--- src/rtl/uart_pkg.sv ---
// Shared UART definitions: serializer state encoding, oversampling constants and data masking.
package uart_pkg;

    localparam int unsigned OVERSAMPLE = 16;
    localparam int unsigned TICK_CW    = 4;

    typedef enum logic [2:0] {
        IDLE,
        START,
        DATA,
        PARITY,
        STOP
    } tx_state_e;

    // Clears every bit at or above nbits so narrow frames carry no stray data.
    function automatic logic [7:0] mask_data(input logic [7:0] data, input int unsigned nbits);
        logic [7:0] masked;
        masked = '0;
        for (int unsigned i = 0; i < 8; i++) begin
            if (i < nbits) begin
                masked[i] = data[i];
            end
        end
        return masked;
    endfunction

endpackage

--- src/rtl/uart_tx_fifo.sv ---
// Byte FIFO for the transmit path; head is visible combinationally on RdData.
module uart_tx_fifo #(
    parameter int unsigned DEPTH = 16
) (
    input  logic       Clk,
    input  logic       Rst_n,
    input  logic       WrEn,
    input  logic [7:0] WrData,
    input  logic       RdEn,
    output logic [7:0] RdData,
    output logic       Full,
    output logic       Empty
);

    localparam int unsigned AW = $clog2(DEPTH);
    localparam logic [AW:0] FULL_CNT = (AW + 1)'(DEPTH);

    logic [7:0]    r_mem [DEPTH];
    logic [AW-1:0] r_wr_ptr;
    logic [AW-1:0] r_rd_ptr;
    logic [AW:0]   r_count;
    logic          w_wr;
    logic          w_rd;

    assign Full   = (r_count == FULL_CNT);
    assign Empty  = (r_count == '0);
    assign RdData = r_mem[r_rd_ptr];

    // A write is refused on a full cycle even if a pop frees a slot on the same edge.
    assign w_wr = WrEn & ~Full;
    assign w_rd = RdEn & ~Empty;

    always_ff @(posedge Clk) begin
        if (w_wr) begin
            r_mem[r_wr_ptr] <= WrData;
        end
    end

    always_ff @(posedge Clk or negedge Rst_n) begin
        if (!Rst_n) begin
            r_wr_ptr <= '0;
            r_rd_ptr <= '0;
            r_count  <= '0;
        end else begin
            if (w_wr) begin
                r_wr_ptr <= r_wr_ptr + 1'b1;
            end
            if (w_rd) begin
                r_rd_ptr <= r_rd_ptr + 1'b1;
            end
            unique case ({w_wr, w_rd})
                2'b10:   r_count <= r_count + 1'b1;
                2'b01:   r_count <= r_count - 1'b1;
                default: r_count <= r_count;
            endcase
        end
    end

endmodule

--- src/rtl/uart_tx_buffered.sv ---
// Buffered UART transmitter: FIFO drained back-to-back onto Tx as 8N1 (or 8E1) frames,
// paced by the 16x oversampling Tick.
module uart_tx_buffered
    import uart_pkg::*;
#(
    parameter int unsigned DEPTH     = 16,
    parameter int unsigned NBITS     = 8,
    parameter bit          PARITY_EN = 1'b0
) (
    input  logic       Clk,
    input  logic       Rst_n,
    input  logic       Tick,
    input  logic       WrEn,
    input  logic [7:0] WrData,
    output logic       Full,
    output logic       Empty,
    output logic       Overflow,
    output logic       Tx,
    output logic       TxBusy,
    output logic       TxDone
);

    localparam logic [TICK_CW-1:0] TICK_LAST = TICK_CW'(OVERSAMPLE - 1);
    localparam logic [2:0]         BIT_LAST  = 3'(NBITS - 1);

    tx_state_e          r_state, w_state_next;
    logic [TICK_CW-1:0] r_tick_cnt, w_tick_next;
    logic [2:0]         r_bit_cnt, w_bit_next;
    logic [7:0]         r_shift, w_shift_next;
    logic               r_parity, w_parity_next;
    logic               r_tx, w_tx_next;
    logic               r_busy, w_busy_next;
    logic               r_done, w_done_next;
    logic               r_overflow;

    logic       w_pop;
    logic       w_full;
    logic       w_empty;
    logic [7:0] w_rd_data;
    logic [7:0] w_head;
    logic       w_bit_end;

    uart_tx_fifo #(
        .DEPTH (DEPTH)
    ) u_fifo (
        .Clk    (Clk),
        .Rst_n  (Rst_n),
        .WrEn   (WrEn),
        .WrData (WrData),
        .RdEn   (w_pop),
        .RdData (w_rd_data),
        .Full   (w_full),
        .Empty  (w_empty)
    );

    assign w_head    = mask_data(w_rd_data, NBITS);
    assign w_bit_end = Tick && (r_tick_cnt == TICK_LAST);

    assign Full     = w_full;
    assign Empty    = w_empty;
    assign Overflow = r_overflow;
    assign Tx       = r_tx;
    assign TxBusy   = r_busy;
    assign TxDone   = r_done;

    always_comb begin
        w_state_next  = r_state;
        w_tick_next   = r_tick_cnt;
        w_bit_next    = r_bit_cnt;
        w_shift_next  = r_shift;
        w_parity_next = r_parity;
        w_tx_next     = r_tx;
        w_busy_next   = r_busy;
        w_done_next   = 1'b0;
        w_pop         = 1'b0;

        // The 4-bit counter wraps 15->0 by itself, marking each bit boundary.
        if ((r_state != IDLE) && Tick) begin
            w_tick_next = r_tick_cnt + 1'b1;
        end

        unique case (r_state)
            IDLE: begin
                if (Tick && !w_empty) begin
                    w_pop         = 1'b1;
                    w_shift_next  = w_head;
                    w_parity_next = ^w_head;
                    w_tick_next   = '0;
                    w_tx_next     = 1'b0;
                    w_busy_next   = 1'b1;
                    w_state_next  = START;
                end
            end
            START: begin
                if (w_bit_end) begin
                    w_bit_next   = '0;
                    w_tx_next    = r_shift[0];
                    w_state_next = DATA;
                end
            end
            DATA: begin
                if (w_bit_end) begin
                    if (r_bit_cnt == BIT_LAST) begin
                        if (PARITY_EN) begin
                            w_tx_next    = r_parity;
                            w_state_next = PARITY;
                        end else begin
                            w_tx_next    = 1'b1;
                            w_state_next = STOP;
                        end
                    end else begin
                        w_bit_next   = r_bit_cnt + 1'b1;
                        w_shift_next = r_shift >> 1;
                        w_tx_next    = r_shift[1];
                    end
                end
            end
            PARITY: begin
                if (w_bit_end) begin
                    w_tx_next    = 1'b1;
                    w_state_next = STOP;
                end
            end
            STOP: begin
                if (w_bit_end) begin
                    w_done_next = 1'b1;
                    // Chain straight into the next start bit so queued frames have no gap.
                    if (!w_empty) begin
                        w_pop         = 1'b1;
                        w_shift_next  = w_head;
                        w_parity_next = ^w_head;
                        w_tick_next   = '0;
                        w_tx_next     = 1'b0;
                        w_state_next  = START;
                    end else begin
                        w_tx_next    = 1'b1;
                        w_busy_next  = 1'b0;
                        w_state_next = IDLE;
                    end
                end
            end
            default: begin
                w_state_next = IDLE;
            end
        endcase
    end

    always_ff @(posedge Clk or negedge Rst_n) begin
        if (!Rst_n) begin
            r_state    <= IDLE;
            r_tick_cnt <= '0;
            r_bit_cnt  <= '0;
            r_shift    <= '0;
            r_parity   <= 1'b0;
            r_tx       <= 1'b1;
            r_busy     <= 1'b0;
            r_done     <= 1'b0;
            r_overflow <= 1'b0;
        end else begin
            r_state    <= w_state_next;
            r_tick_cnt <= w_tick_next;
            r_bit_cnt  <= w_bit_next;
            r_shift    <= w_shift_next;
            r_parity   <= w_parity_next;
            r_tx       <= w_tx_next;
            r_busy     <= w_busy_next;
            r_done     <= w_done_next;
            r_overflow <= WrEn & w_full;
        end
    end

endmodule

--- config.mk ---
export PLATFORM = sky130hd
export DESIGN_NAME = uart_tx_buffered
export DESIGN_NICKNAME = d
export VERILOG_FILES = /design/src/rtl/uart_pkg.sv /design/src/rtl/uart_tx_fifo.sv /design/src/rtl/uart_tx_buffered.sv
export SDC_FILE = /design/constraint.sdc
export NUM_CORES = 1
export LEC_CHECK = 0
export ABC_AREA = 1
export CAP_MARGIN = 20
export CORE_MARGIN = 4
export CORE_UTILIZATION = 35
export DETAILED_ROUTE_END_ITERATION = 8
export PLACE_DENSITY = 0.46
export SLEW_MARGIN = 10
export SYNTH_ARGS = -nofsm -noshare
export SYNTH_HDL_FRONTEND = slang
export SYNTH_SLANG_ARGS = --single-unit
--- constraint.sdc ---
create_clock -name Clk -period 6.28 [get_ports Clk]
set_input_delay 1.256 -clock Clk [delete_from_list [all_inputs] [get_ports Clk]]
set_output_delay 1.256 -clock Clk [all_outputs]
set_load 0.05 [all_outputs]
**Wire density map**

Scale: 2 px per um. 31 x 31 tiles, from white (low) to dark blue (high), scaled to the fullest tile. Values are wire area over tile area, all layers added.
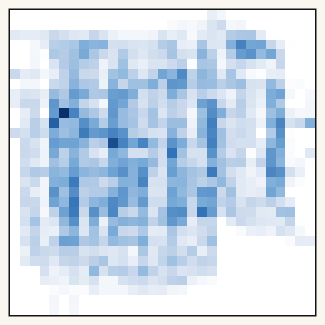
densest ninth of the die	center
mean over tiles	0.11
nearly empty tiles	26%
emptiest ninth of the die	south-east
tiles over half the peak	9.6%
fullest tile	0.53
wire per inst: 16.4 um
total track usage: 0.146
total vias in the final route: 4,912
overall routed net length: 16,800 um

**Port wiring**

Scale: 3 px per um.
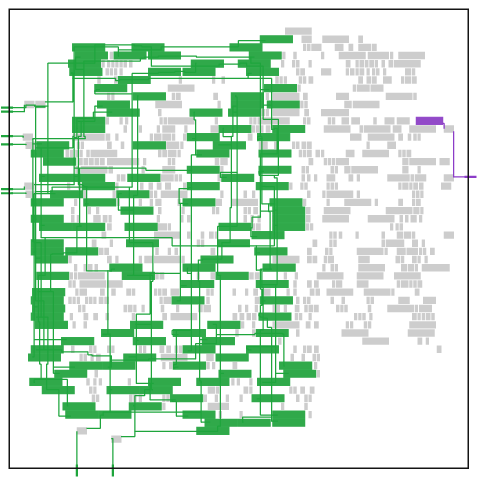
color	port	direction	end cells	wire
purple	TxDone	output	1	21.7 um
green	WrData	input	128	2,770 um
input/output buffers: 17
top-level port count: 18

**Gate families picked out**

Scale: 2 px per um.
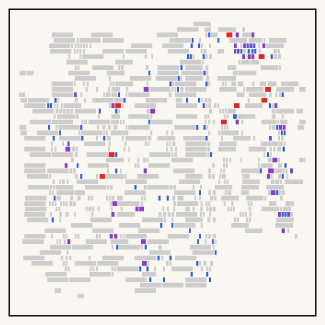
color	family	cells
red	xor and xnor cells	9
purple	aoi and oai cells	39
blue	inv cells	88
Comb area share: 0.255
Final Non-Filler Cells: 1,023

==> Changelog: implementation <==
### Metrics

- Clock buffer depth: 2
- Post-synthesis async set-or-reset flop share: 0.215
- Global-route wire length before repair: 26,200 um
- Power density over cell area: 464 nW/um2
- Crit start category: flip-flop
- Vias in the first global route: 4,974
- Area delta synth->final: 14.3%
- Int Pwr: 2390 uW
- Compound-gate portion of the synthesized area: 0.0303
- Via-to-Cell Ratio: around 4.8
- Adder Area Share: 0.0233
- Area fraction in mux cells: 0.00137
- Tool warnings: 29
- CTS clock-pin slew for the worst setup and hold paths: 0.07 ns
- Maximum fanout along the worst path: 4
- Worst Path Arrival: 2.17 ns
- Post-cts resize count: 0
- Seq/Total Area, Yosys: 0.646
- Simple-Gate Area Share: 0.226
- # Post-CTS Setup Buffers: 0
- Number of diodes: 0
- Crit end category: output pin
- RePlAce Congestion: 0.782
- Clk pwr share: 0.283
- Fmax: 0.292 GHz
- Slew headroom: 0.421
- Floorplan net count: between 700 and 800
- Grt ovf: 0
- Final Cycle Share: 0.546
- Die Ht: roughly 150 um
- Worst Max-Slew Pin Slew: approximately 0.87 ns
- Most used cell, CP: nor2_1
- Final Max Tran Viols: 0
- Die area: 23,300 um2
- Crit-path cells: nor2_1 -> nand3_1 -> nor2_1 -> clkdlybuf4s50_1
- Nets: 765
- Hold_sp: Tx
- Req. time, crit path: about 5 ns
- Sw frac: 0.383
- Final setup viols: 0
- Clk Tree Root Cell: clkbuf_16
- Switching pwr: approximately 1500 uW
- Slowest CP cell: clkdlybuf4s50_1
- CTS tree: built
- Yosys Instances: 727
- Clock Sinks: approximately 160
- Share of power burned in registers: 0.374
- H-tree levels: 4
- # fillers: slightly below 2,000
- Synthesized instance count: 727
- Max incr delay on CP: 0.85 ns
- Worst Path Buf+Inv: 1
- Status: finished clean
- Pleak: roughly 0.0036 uW
- Syn Area/Cell: 10.1 um2
- Post-Synth XOR/XNOR Area: 0.0108
- Final Hold Fails: 0
- Hold Path Class: reg -> reg
- # DRC: 0
- Placement row count: 52
- IR drop worst, VDD: 225 uV
- Final min period: 3.43 ns
- Synthesis Warnings: 0
- Critical path class: reg -> out
- Reg2Reg Launch Point: r_tick_cnt[0]
- Mapped Area: 7310 um2
- Final setup TNS: 0 ns
- RSZ-0062 raised after global routing: no
- Final std cell area, no fill: 8360 um2
- Initial antenna violation count: 0
- Die W: approximately 150 um
- Tot Pwr: 3880 uW
**Clock distribution**

Scale: 3 px per um.
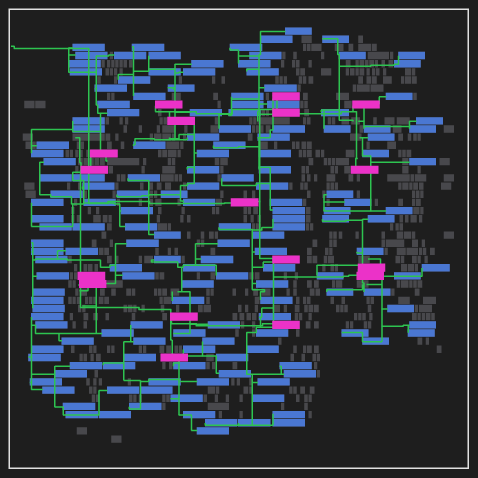
[magenta] clock drivers | count: 17
[blue] flip-flops | count: 163
[green] clock wires | length: 2,070 um
routed clock nets	18
flops lie	widely spread
Final Skew: 0.0107 ns
Clk power: 1100 uW
clk_lat worst skew: 0.43 ns

**Track usage over the die**

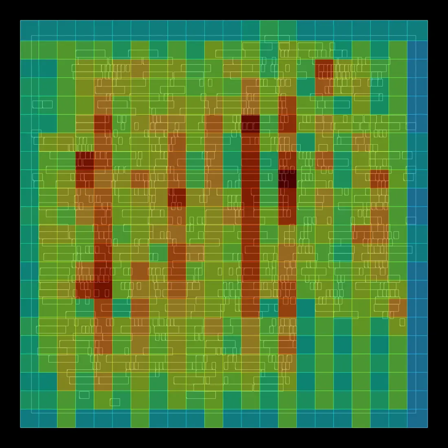
met2 usage: 0.262
GR Layer Usage met1: 0.172
met3 GRT Util: 0.0290
fin util: 0.410
global route hottest layer: met2

-- cells by family (layout without fill, tap and decap cells) --
kind of cell | Yosys count | in the layout
AND-OR/OR-AND | 39 | 39
XOR/XNOR | 9 | 9
adder cells (fa/ha/maj) | 13 | 13
buffers and inverters | 115 | 141
flip-flops | 163 | 163
multiplexers | 1 | 1
AND/OR/NAND/NOR | 387 | 387
-- power by group through the flow --
stage	clock [uW]	combinational [uW]	sequential (uW)
detailed placement	0	1330	1470
global route	1160	1510	1470
CTS	1120	1330	1450
global placement	0	1310	1470
floorplan	0	990	1440
finish	1100	1330	1450
-- final timing paths --
path,to,slack (ns),cells past startpoint
setup / recovery,Empty,2.85,4
min in group asynchronous,r_bit_cnt[1],0.95,1
max in group asynchronous,u_fifo.r_rd_ptr[0],4.74,1
hold reg to reg,Tx,0.48,2
hold / removal,Tx,0.48,2
setup reg to reg,u_fifo.r_count[4],3.64,14
-- cell usage after synthesis, drive strengths merged, types with 7 or more instances --
library cell	instances	area (um2)
nand2	243	937
edfxtp	128	3840
inv	88	333
nand3	83	428
nor2	53	219
dfrtp	34	851
o21ai	22	110
buf	20	103
ha	12	150
nand4	8	65.1
o211ai	8	60.1
a21oi	7	35.0
clkbuf	7	26.3
xor2	7	61.3
-- final cells by class --
type	instances	area [um2]	area share
flip-flops and latches	163	4720	0.565
multi-input cells	449	2130	0.255
clock buffers	17	425	0.0509
well taps	270	338	0.0404
inverters	88	333	0.0398
repair buffers	21	215	0.0258
clock inverters	15	194	0.0232
-- worst register-to-register path, stage by stage (launching register included) --
cell	delay [ns]
dfrtp_1	0.38
ha_1	0.19
nand4_1	0.20
nand2_2	0.16
nand4_4	0.18
inv_4	0.15
ha_1	0.27
inv_1	0.08
fa_1	0.36
inv_1	0.10
nand3_1	0.09
nand2_1	0.09
a21oi_1	0.06
o21ai_0	0.10
xor2_1	0.16
-- cells in the final DEF, fill, tap and decap left out, types with 12 or more instances in the layout --
cell type        synthesis  final
clkbuf_16                0     17
clkdlybuf4s50_1          0     16
dfrtp_1                 34     33
edfxtp_1               128    128
ha_1                    12     12
inv_1                   82     82
nand2_1                235    235
nand3_1                 82     82
nor2_1                  49     49
o21ai_0                 22     22
-- metal layers --
metal | routed length, um | global-route usage | vias to the layer above
li1 | - | - | 2410
met1 | 7130 | 0.172 | 2406
met2 | 8780 | 0.262 | 65
met3 | 423 | 0.0290 | 31
met4 | 451 | 0.0590 | 0
met5 | 0 | 0 | -
-- sequential cells by signal, summed over array words and instances (netlist names), 3 cells and up --
name and count:
u_fifo.r_mem 128, r_shift 8, u_fifo.r_count 5, r_tick_cnt 4
u_fifo.r_rd_ptr 4, u_fifo.r_wr_ptr 4, r_bit_cnt 3, r_state 3
-- stage by stage --
stage	std cells	hold WS, ns	util	setup WS [ns]
final	1023	0.482	0.410	2.85
after global routing	1023	0.504	0.410	2.69
after CTS	1021	0.484	0.409	2.81
after detailed placement	989	0.466	0.378	2.41
after global placement	989	0.464	0.378	2.55
after floorplan	727	0.449	-	3.24
No activity file was given, so power comes from the tool's default toggle rates.
